--- src/rtl/store_buffer_unit_pkg.sv ---
// Shared types for the store buffer: store opcodes and the queued entry.
// XLEN is taken from the SB_XLEN macro (default 32).
`ifndef SB_XLEN
`define SB_XLEN 32
`endif
package store_buffer_unit_pkg;
  localparam int XLEN_P  = `SB_XLEN;
  localparam int NBYTE_P = XLEN_P / 8;

  typedef enum logic [2:0] {
    STR_NOP = 3'd0,
    STR_SB  = 3'd1,
    STR_SH  = 3'd2,
    STR_SW  = 3'd3,
    STR_SD  = 3'd4
  } str_op_e;

  typedef struct packed {
    logic [XLEN_P-1:0]  addr;
    logic [XLEN_P-1:0]  data;
    logic [NBYTE_P-1:0] be;
  } sb_entry_t;
endpackage

--- src/rtl/store_buffer_unit_if.sv ---
// Memory write port of the store buffer: req/gnt handshake plus head entry.
// master = store buffer (drives req/addr/data/be), slave = memory (drives gnt).
interface store_buffer_unit_if #(
  parameter int XLEN = 32
) ();
  localparam int NBYTE = XLEN / 8;

  logic             mem_req;
  logic             mem_gnt;
  logic [XLEN-1:0]  mem_addr;
  logic [XLEN-1:0]  mem_write_data;
  logic [NBYTE-1:0] mem_byte_en;

  modport master (
    output mem_req, mem_addr,
    output mem_write_data, mem_byte_en,
    input  mem_gnt
  );

  modport slave (
    input  mem_req, mem_addr,
    input  mem_write_data, mem_byte_en,
    output mem_gnt
  );
endinterface

--- src/rtl/store_buffer_unit_align.sv ---
// store_lane_align: byte-lane placement and alignment check for one store.
// Ports: off/op/rs2 in; be, data, misaligned, legal (known store code) out.
module store_lane_align
  import store_buffer_unit_pkg::*;
#(
  parameter int XLEN = 32,
  localparam int NBYTE = XLEN / 8,
  localparam int OFFW = $clog2(NBYTE)
) (
  input  logic [OFFW-1:0]  off,
  input  logic [2:0]       op,
  input  logic [XLEN-1:0]  rs2,
  output logic [NBYTE-1:0] be,
  output logic [XLEN-1:0]  data,
  output logic             misaligned,
  output logic             legal
);
  logic is_sb, is_sh, is_sw, is_sd;
  logic [NBYTE-1:0] be_base;
  logic [XLEN-1:0]  shifted;

  assign is_sb = (op == STR_SB);
  assign is_sh = (op == STR_SH);
  assign is_sw = (op == STR_SW);
  // SD only exists on a 64-bit datapath
  assign is_sd = (op == STR_SD) && (XLEN == 64);

  assign legal = is_sb | is_sh | is_sw | is_sd;

  assign misaligned = (is_sh & off[0])
                    | (is_sw & (|off[1:0]))
                    | (is_sd & (|off));

  always_comb begin
    be_base = '0;
    unique case (1'b1)
      is_sb:   be_base = NBYTE'(1);
      is_sh:   be_base = NBYTE'(3);
      is_sw:   be_base = NBYTE'(15);
      is_sd:   be_base = '1;
      default: be_base = '0;
    endcase
  end

  assign be      = be_base << off;
  assign shifted = rs2 << {off, 3'b000};

  // lanes outside the enable mask are forced to zero
  always_comb begin
    data = '0;
    for (int i = 0; i < NBYTE; i++) begin
      data[8*i +: 8] = be[i] ? shifted[8*i +: 8] : 8'h00;
    end
  end
endmodule

--- src/rtl/store_buffer_unit.sv ---
// Store buffer: address gen, lane align, DEPTH-entry FIFO drained over mem if.
// Ports: clk/rst, execute store inputs, stall/misaligned, load hazard, mem port.
module store_buffer_unit
  import store_buffer_unit_pkg::*;
#(
  parameter int XLEN  = XLEN_P,
  parameter int DEPTH = 4,
  localparam int NBYTE = XLEN / 8,
  localparam int OFFW = $clog2(NBYTE),
  localparam int PW = $clog2(DEPTH),
  localparam int CW = $clog2(DEPTH + 1)
) (
  input  logic            i_clk,
  input  logic            i_rst,
  input  logic [XLEN-1:0] rs1_val,
  input  logic [XLEN-1:0] rs2_val,
  input  logic [XLEN-1:0] imm,
  input  logic [2:0]      store_control,
  output logic            stall_pc,
  output logic            misaligned,
  input  logic [XLEN-1:0] ld_check_addr,
  output logic            ld_hazard,
  output logic [CW-1:0]   sb_count,
  output logic            sb_empty,
  store_buffer_unit_if.master mem
);
  logic [XLEN-1:0]  addr;
  logic [NBYTE-1:0] al_be;
  logic [XLEN-1:0]  al_data;
  logic             al_mis, al_legal;
  logic             store_ok, push, pop, full;
  sb_entry_t        ent, head;

  sb_entry_t        buf_q [DEPTH];
  sb_entry_t        buf_d [DEPTH];
  logic [DEPTH-1:0] vld_q, vld_d;
  logic [PW-1:0]    head_q, head_d;
  logic [PW-1:0]    tail_q, tail_d;
  logic [CW-1:0]    count_q, count_d;

  assign addr = rs1_val + imm;

  store_lane_align #(.XLEN(XLEN)) u_align (
    .off        (addr[OFFW-1:0]),
    .op         (store_control),
    .rs2        (rs2_val),
    .be         (al_be),
    .data       (al_data),
    .misaligned (al_mis),
    .legal      (al_legal)
  );

  assign ent = '{addr: addr, data: al_data, be: al_be};

  assign store_ok   = al_legal & ~al_mis & ~i_rst;
  assign full       = (count_q == CW'(DEPTH));
  assign pop        = mem.mem_req & mem.mem_gnt;
  // a full buffer still accepts when the head leaves this cycle
  assign push       = store_ok & (~full | pop);
  assign stall_pc   = store_ok & ~push;
  assign misaligned = al_legal & al_mis & ~i_rst;

  assign sb_count = i_rst ? '0 : count_q;
  assign sb_empty = i_rst | (count_q == '0);

  assign head = sb_empty ? '0 : buf_q[head_q];

  assign mem.mem_req        = ~sb_empty;
  assign mem.mem_addr       = head.addr;
  assign mem.mem_write_data = head.data;
  assign mem.mem_byte_en    = head.be;

  // word-granular match; the entry leaving this cycle is still valid here
  always_comb begin
    ld_hazard = 1'b0;
    for (int i = 0; i < DEPTH; i++) begin
      if (vld_q[i] &&
          (((buf_q[i].addr ^ ld_check_addr) >> OFFW) == '0))
        ld_hazard = 1'b1;
    end
    ld_hazard = ld_hazard & ~i_rst;
  end

  always_comb begin
    buf_d   = buf_q;
    vld_d   = vld_q;
    head_d  = head_q;
    tail_d  = tail_q;
    if (pop) begin
      vld_d[head_q] = 1'b0;
      head_d        = head_q + PW'(1);
    end
    if (push) begin
      vld_d[tail_q] = 1'b1;
      buf_d[tail_q] = ent;
      tail_d        = tail_q + PW'(1);
    end
    count_d = count_q + CW'(push) - CW'(pop);
  end

  always_ff @(posedge i_clk) begin
    if (i_rst) begin
      vld_q   <= '0;
      head_q  <= '0;
      tail_q  <= '0;
      count_q <= '0;
    end else begin
      vld_q   <= vld_d;
      head_q  <= head_d;
      tail_q  <= tail_d;
      count_q <= count_d;
    end
  end

  always_ff @(posedge i_clk) begin
    buf_q <= buf_d;
  end
endmodule

--- src/flat_wrapper.sv ---
// flat-port wrapper written by rule: the top's interface ports become plain ports
module store_buffer_unit_flat import store_buffer_unit_pkg::*;
#(
  parameter int XLEN  = XLEN_P,
  parameter int DEPTH = 4,
  localparam int NBYTE = XLEN / 8,
  localparam int OFFW = $clog2(NBYTE),
  localparam int PW = $clog2(DEPTH),
  localparam int CW = $clog2(DEPTH + 1)
)
  (i_clk, i_rst, rs1_val, rs2_val, imm, store_control, stall_pc, misaligned, ld_check_addr, ld_hazard, sb_count, sb_empty, mem_mem_req, mem_mem_addr, mem_mem_write_data, mem_mem_byte_en, mem_mem_gnt);
  store_buffer_unit_if #(.XLEN(XLEN)) mem_i ();
  input  logic i_clk;
  input  logic i_rst;
  input  logic [XLEN-1:0] rs1_val;
  input  logic [XLEN-1:0] rs2_val;
  input  logic [XLEN-1:0] imm;
  input  logic [2:0] store_control;
  output logic stall_pc;
  output logic misaligned;
  input  logic [XLEN-1:0] ld_check_addr;
  output logic ld_hazard;
  output logic [CW-1:0] sb_count;
  output logic sb_empty;
  output wire logic [$bits(mem_i.mem_req)-1:0] mem_mem_req;
  output wire logic [$bits(mem_i.mem_addr)-1:0] mem_mem_addr;
  output wire logic [$bits(mem_i.mem_write_data)-1:0] mem_mem_write_data;
  output wire logic [$bits(mem_i.mem_byte_en)-1:0] mem_mem_byte_en;
  input wire logic [$bits(mem_i.mem_gnt)-1:0] mem_mem_gnt;
  assign mem_mem_req = mem_i.mem_req;
  assign mem_mem_addr = mem_i.mem_addr;
  assign mem_mem_write_data = mem_i.mem_write_data;
  assign mem_mem_byte_en = mem_i.mem_byte_en;
  assign mem_i.mem_gnt = mem_mem_gnt;
  store_buffer_unit #(.XLEN(XLEN), .DEPTH(DEPTH)) u_core (.i_clk(i_clk), .i_rst(i_rst), .rs1_val(rs1_val), .rs2_val(rs2_val), .imm(imm), .store_control(store_control), .stall_pc(stall_pc), .misaligned(misaligned), .ld_check_addr(ld_check_addr), .ld_hazard(ld_hazard), .sb_count(sb_count), .sb_empty(sb_empty), .mem(mem_i));
endmodule
--- config.mk ---
export PLATFORM = sky130hd
export DESIGN_NAME = store_buffer_unit_flat
export DESIGN_NICKNAME = d
export VERILOG_FILES = /design/src/rtl/store_buffer_unit_pkg.sv /design/src/rtl/store_buffer_unit_if.sv /design/src/rtl/store_buffer_unit_align.sv /design/src/rtl/store_buffer_unit.sv /design/src/flat_wrapper.sv
export SDC_FILE = /design/constraint.sdc
export NUM_CORES = 1
export LEC_CHECK = 0
export CELL_PAD_IN_SITES_DETAIL_PLACEMENT = 1
export CELL_PAD_IN_SITES_GLOBAL_PLACEMENT = 1
export CORE_MARGIN = 2
export CORE_UTILIZATION = 31
export DETAILED_ROUTE_END_ITERATION = 6
export HOLD_SLACK_MARGIN = 0.03
export PLACE_DENSITY_LB_ADDON = 0.1
export SYNTH_ARGS = -nofsm -noshare
export SYNTH_HDL_FRONTEND = slang
export SYNTH_SLANG_ARGS = --single-unit
export TNS_END_PERCENT = 1
--- constraint.sdc ---
create_clock -name i_clk -period 5.5 [get_ports i_clk]
set_input_delay 0.55 -clock i_clk [delete_from_list [all_inputs] [get_ports i_clk]]
set_output_delay 0.55 -clock i_clk [all_outputs]
set_load 0.005 [all_outputs]
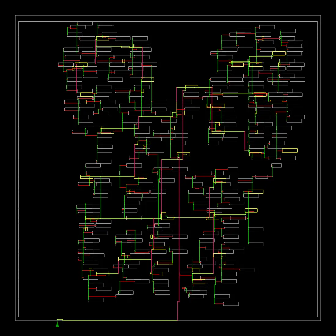
*Clock wiring as the flow saved it*
Sinks on Clock Net: 283
clock buffer count in the final layout: 41

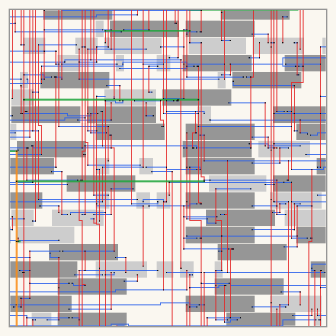
*Close-up of the layout*
Window x 142 to 192, y 142 to 192 µm. Cells in grey, sequential cells in the stronger grey; small squares are vias.
colour	layer
red	met2
green	met3
blue	met1
orange	met4
cells with their middle in the window	65
most frequent	edfxtp_1 (32), mux4_2 (7)
netlist names of flops here include	`u_core.buf_q` (32)
sequential cells in the window	32

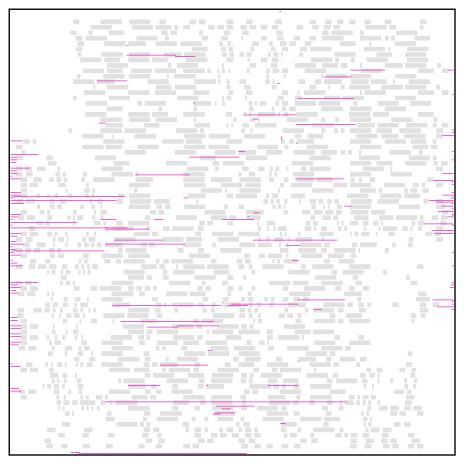
*Metal 3*
(2 px per µm) Cells faint in the background.
nets with wire on the layer	103
main direction	horizontal
wire length on this layer	1,510 µm
longest straight run	121 µm

==> results.txt <==
Status on the layout run. Count of library flops with an enable pin landed at 272. Post-synth the commonest register cell is edfxtp_1. Half-perimeter wire length after placement landed at 31,860 µm. Global placer's final weighted congestion landed at between 0.8 and 0.9. The launch point of the worst min-delay path is recorded as u_core.vld_q[1]$_SDFF_PP0_.

Count of cell types in the netlist landed at about 62. Number of search-and-repair iterations in the first detailed-routing pass landed at 4. The die is 222.2 µm tall. The final critical path takes up a little over two thirds of the cycle.

The highest layer touched by signal routing is met5. Number of cells on the worst reg-to-reg path landed at 9. The synthesis report gives the async set-or-reset register share as 0%. Multi-input logic portion of the cell area landed at 32.70%.

Core area landed at 46,750 µm². Per the area breakdown, the dominant cell category is sequential cells. The die is around 220 µm wide. Post-CTS repair changed the size of 0 cells.

Wire length of the first global-routing pass landed at 65,140 µm. Per the final layout report, the fraction of cells sized above drive strength 1 comes to 11.80%. When the netlist entered floorplanning its net count stood at 1,234.

In the final run the clock tree shows a worst skew of ~0.015 ns. Final routed wire length divided by cell count landed at between 20 and 25 µm. Max-slew check failures listed in the final report amount to 0. Post-layout worst setup margin landed at 1.606 ns. Setup repair after global routing left no endpoint under its margin. Synthesized instance count landed at 1,057.

Mean instance size in the synthesized netlist landed at around 14 µm². Simple-gate portion of the synthesized area landed at under 10%. Per STA, the startpoint of the critical path is u_core.count_q[1]$_SDFF_PP0_. Flip-flop and latch count after synthesis landed at 283. Number of cell rows landed at between 70 and 80. Of the synthesized area, sequential elements account for 56.85%. Number of buffers between clock root and the deepest sink landed at 3. Worst slack at placement landed at 1.114 ns.

Number of nets at the end of the flow landed at 1,432. Multi-input logic area landed at roughly 6000 µm². CTS placed an instance of clkbuf_16 at the clock tree root. Cell depth of the worst min-delay path landed at 2.

Layout buffering overhead excluding clock cells landed at 11.99%. Final number of hold-violating endpoints landed at 0. For this design the total switching power over the nets is 0.001661 W. Port buffering added 207 buffers.

Multi-input logic cell count landed at 692. The run finished with clean final reports. The violation tally recorded at the end of detailed-routing iteration 0 is 531.

In this run the number of H-tree levels came out at 1. TritonCTS built the clock tree. The final layout report lists a non-clock buffer count of 225. Peak supply drop landed at between 0.2 and 0.25 mV. Multiplexer share of the synthesized area landed at 11.75%. Total inserted antenna cells landed at 0.

Maximum fanout along the worst path landed at 7. Number of max-capacitance violations reported landed at 0. After clock tree synthesis, the clock-pin slew on the worst setup and hold paths is roughly 0.06 ns. Per the synthesis report, the AND-OR/OR-AND share of the synthesized area is slightly above 7%. After routing, the total negative slack on setup checks comes to 0 ns. Total power per unit cell area landed at 329.3 nW/µm². Of the total power, registers draw a little over two fifths.

In this run the worst hold path is classified as flop to flop. In the finished design the tool counted flip-flops and latches totalling 283. Cell area after synthesis landed at 14,750 µm².

Relative slew slack landed at between 30% and 40%. The top cell type by area accounts for 55.36% of the synthesized area. Number of standard cells reported by yosys landed at 1,057.

Per the timing report, the most critical flop-to-flop path originates at u_core.count_q[1]$_SDFF_PP0_. Among logic cells in the layout, the one with the most instances is edfxtp_1. Xor and xnor area share after synthesis landed at 8.608%. Share of power burned in the clock network landed at 33.3%.

The synthesis run identifies the leading combinational cell family as multiplexers. between 200 and 250 I/O pins were placed. Sorting the Yosys area breakdown by cell type puts at the top edfxtp_1. Across the whole layout, storage elements account for 8396 µm². Fill cell instance count of the final layout landed at around 4,900. Transition at the pin with the smallest max-transition slack landed at 0.9934 ns. Arrival time at the worst endpoint landed at 3.34 ns. For hold timing, the worst endpoint is u_core.vld_q[1]$_SDFF_PP0_. Length of routed met3 wiring landed at roughly 1500 µm. Number of inverters outside the clock class in the layout landed at 22. Required time at the worst-slack endpoint landed at 4.95 ns. Final critical path time including I/O delays and setup landed at between 3 and 4 ns. Design internal power landed at 0.004432 W. For this design the static power due to leakage is 6.083 nW. In the post-synthesis netlist, the biggest area contributors are edfxtp_1 (55%), mux4_2 (10%), xnor2_1 (5.8%). Clock latency on the worst-skew pair, taken at its later pin, is about 0.57 ns.

The worst setup path is launched from a flop. Number of buffers added by the clock tree synthesis step landed at 31. Maximum achievable frequency landed at 256.8 MHz.

Once detail routing completed, the nets flagged for antenna violations numbered 0. In this run, post-CTS hold repair placed 0 buffers. Following the worst setup path forward leads to its endpoint at stall_pc. In the final layout, clock buffers and inverters account for 5.382% of the cell area. The post-route report lists met1 wire length as 20,210 µm. Fraction of the core area occupied by cells at floorplan landed at 31.56%. Total cell area reported by yosys after synthesis landed at ~15,000 µm². Average via count per standard cell landed at 4.996.

Leftover overflow at the end of global routing landed at 0. Wire segments on met2 add up to 21,590 µm in the final route. DRC violations left landed at 0. From synthesis to final layout, the design area changed by 25.42%. Total detailed-routing wirelength landed at 43,860 µm. The critical path in this run is classified as flop to output port. Number of setup buffers added after CTS landed at 0. By instance count after routing, the leading logic cell types are edfxtp_1 (272), clkdlybuf4s50_1 (207), xnor2_1 (97), nor2b_1 (85), mux4_2 (68). Global-route total usage across every layer landed at between 10% and 20%. Number of endpoints failing setup at the final stage landed at 0. Via count of the first global-routing pass landed at a little under 10,000.

Across the whole layout, storage elements make up 45.37% of the cell area. Setup slack on the worst reg-to-reg path comes out at 2.40 ns. Entering global routing, the biggest net connects 54 pins. Fraction of power spent switching nets landed at 27.26%. STA classifies the critical path endpoint as an output port. Adder and majority gate portion of the synthesized area landed at 3.748%. The initial antenna violation count is 2. STA lists the endpoint of the worst register-to-register path as u_core.count_q[2]$_SDFF_PP0_. The synthesis log from Yosys contains 0 warnings. Number of well taps landed at between 600 and 700. Per report_power, the combinational group accounts for 24.7% of the total.

Chip area landed at 49,360 µm². Total via count in the routed design landed at 9,427. Count of tool warnings landed at 34.
metal layers:
metal	global-route usage [%]	vias to the layer above
met5	0	-
met4	3.160	4
met3	2.279	45
met2	30.08	162
met1	24.24	4811
li1	-	4405
power groups by stage:
stage	registers (W)	clock network [W]	logic, W
3_5_place_dp	0.00261	0	0.00153
3_3_place_gp	0.00261	0	0.00152
2_1_floorplan	0.00256	0	0.000828
4_1_cts	0.00257	0.00208	0.00154
6_report	0.00256	0.00203	0.00150
5_1_grt	0.00257	0.00216	0.00164
flip-flops by register name, summed over array words and instances (netlist names):
signal and flops:
u_core.buf_q 272, u_core.head_q 2, u_core.tail_q 2, u_core.vld_q 4, u_core.count_q 3
cells in the mapped netlist (5+ instances only):
cell      number
a211oi_1      21
a21oi_1       43
nand2_1       28
nand2b_1       6
inv_1         21
nor3_1        11
o21a_1         5
buf_2          8
ha_1          41
a21o_1        20
nor2_1        56
mux4_2        68
and2_1        16
nor2b_1       85
nor4_1        15
dfxtp_1       11
o21ai_0       18
clkbuf_1      47
mux2i_1       19
nand4_1       24
nand3_1       12
xor2_1        48
edfxtp_1     272
xnor2_1       97
and3_1         5
stage by stage:
stage	hold WS [ns]	cells	util [%]	power [W]	cell area (µm²)
6_report	0.5250	1887	39.58	0.006093	18510
3_5_place_dp	0.5029	1829	37.45	0.004143	17510
4_1_cts	0.5167	1887	39.58	0.006192	18510
3_3_place_gp	0.4828	1829	37.45	0.004128	17510
5_1_grt	0.5574	1887	39.58	0.006378	18510
2_1_floorplan	0.4499	1057	-	0.003383	14750
critical path: stages (launching register included):
cell             delay [ns]
dfxtp_1                0.37
o311ai_0               0.88
clkinv_1               0.51
nor3_1                 0.44
clkdlybuf4s50_1        0.58
No activity file was given, so power comes from the tool's default toggle rates.
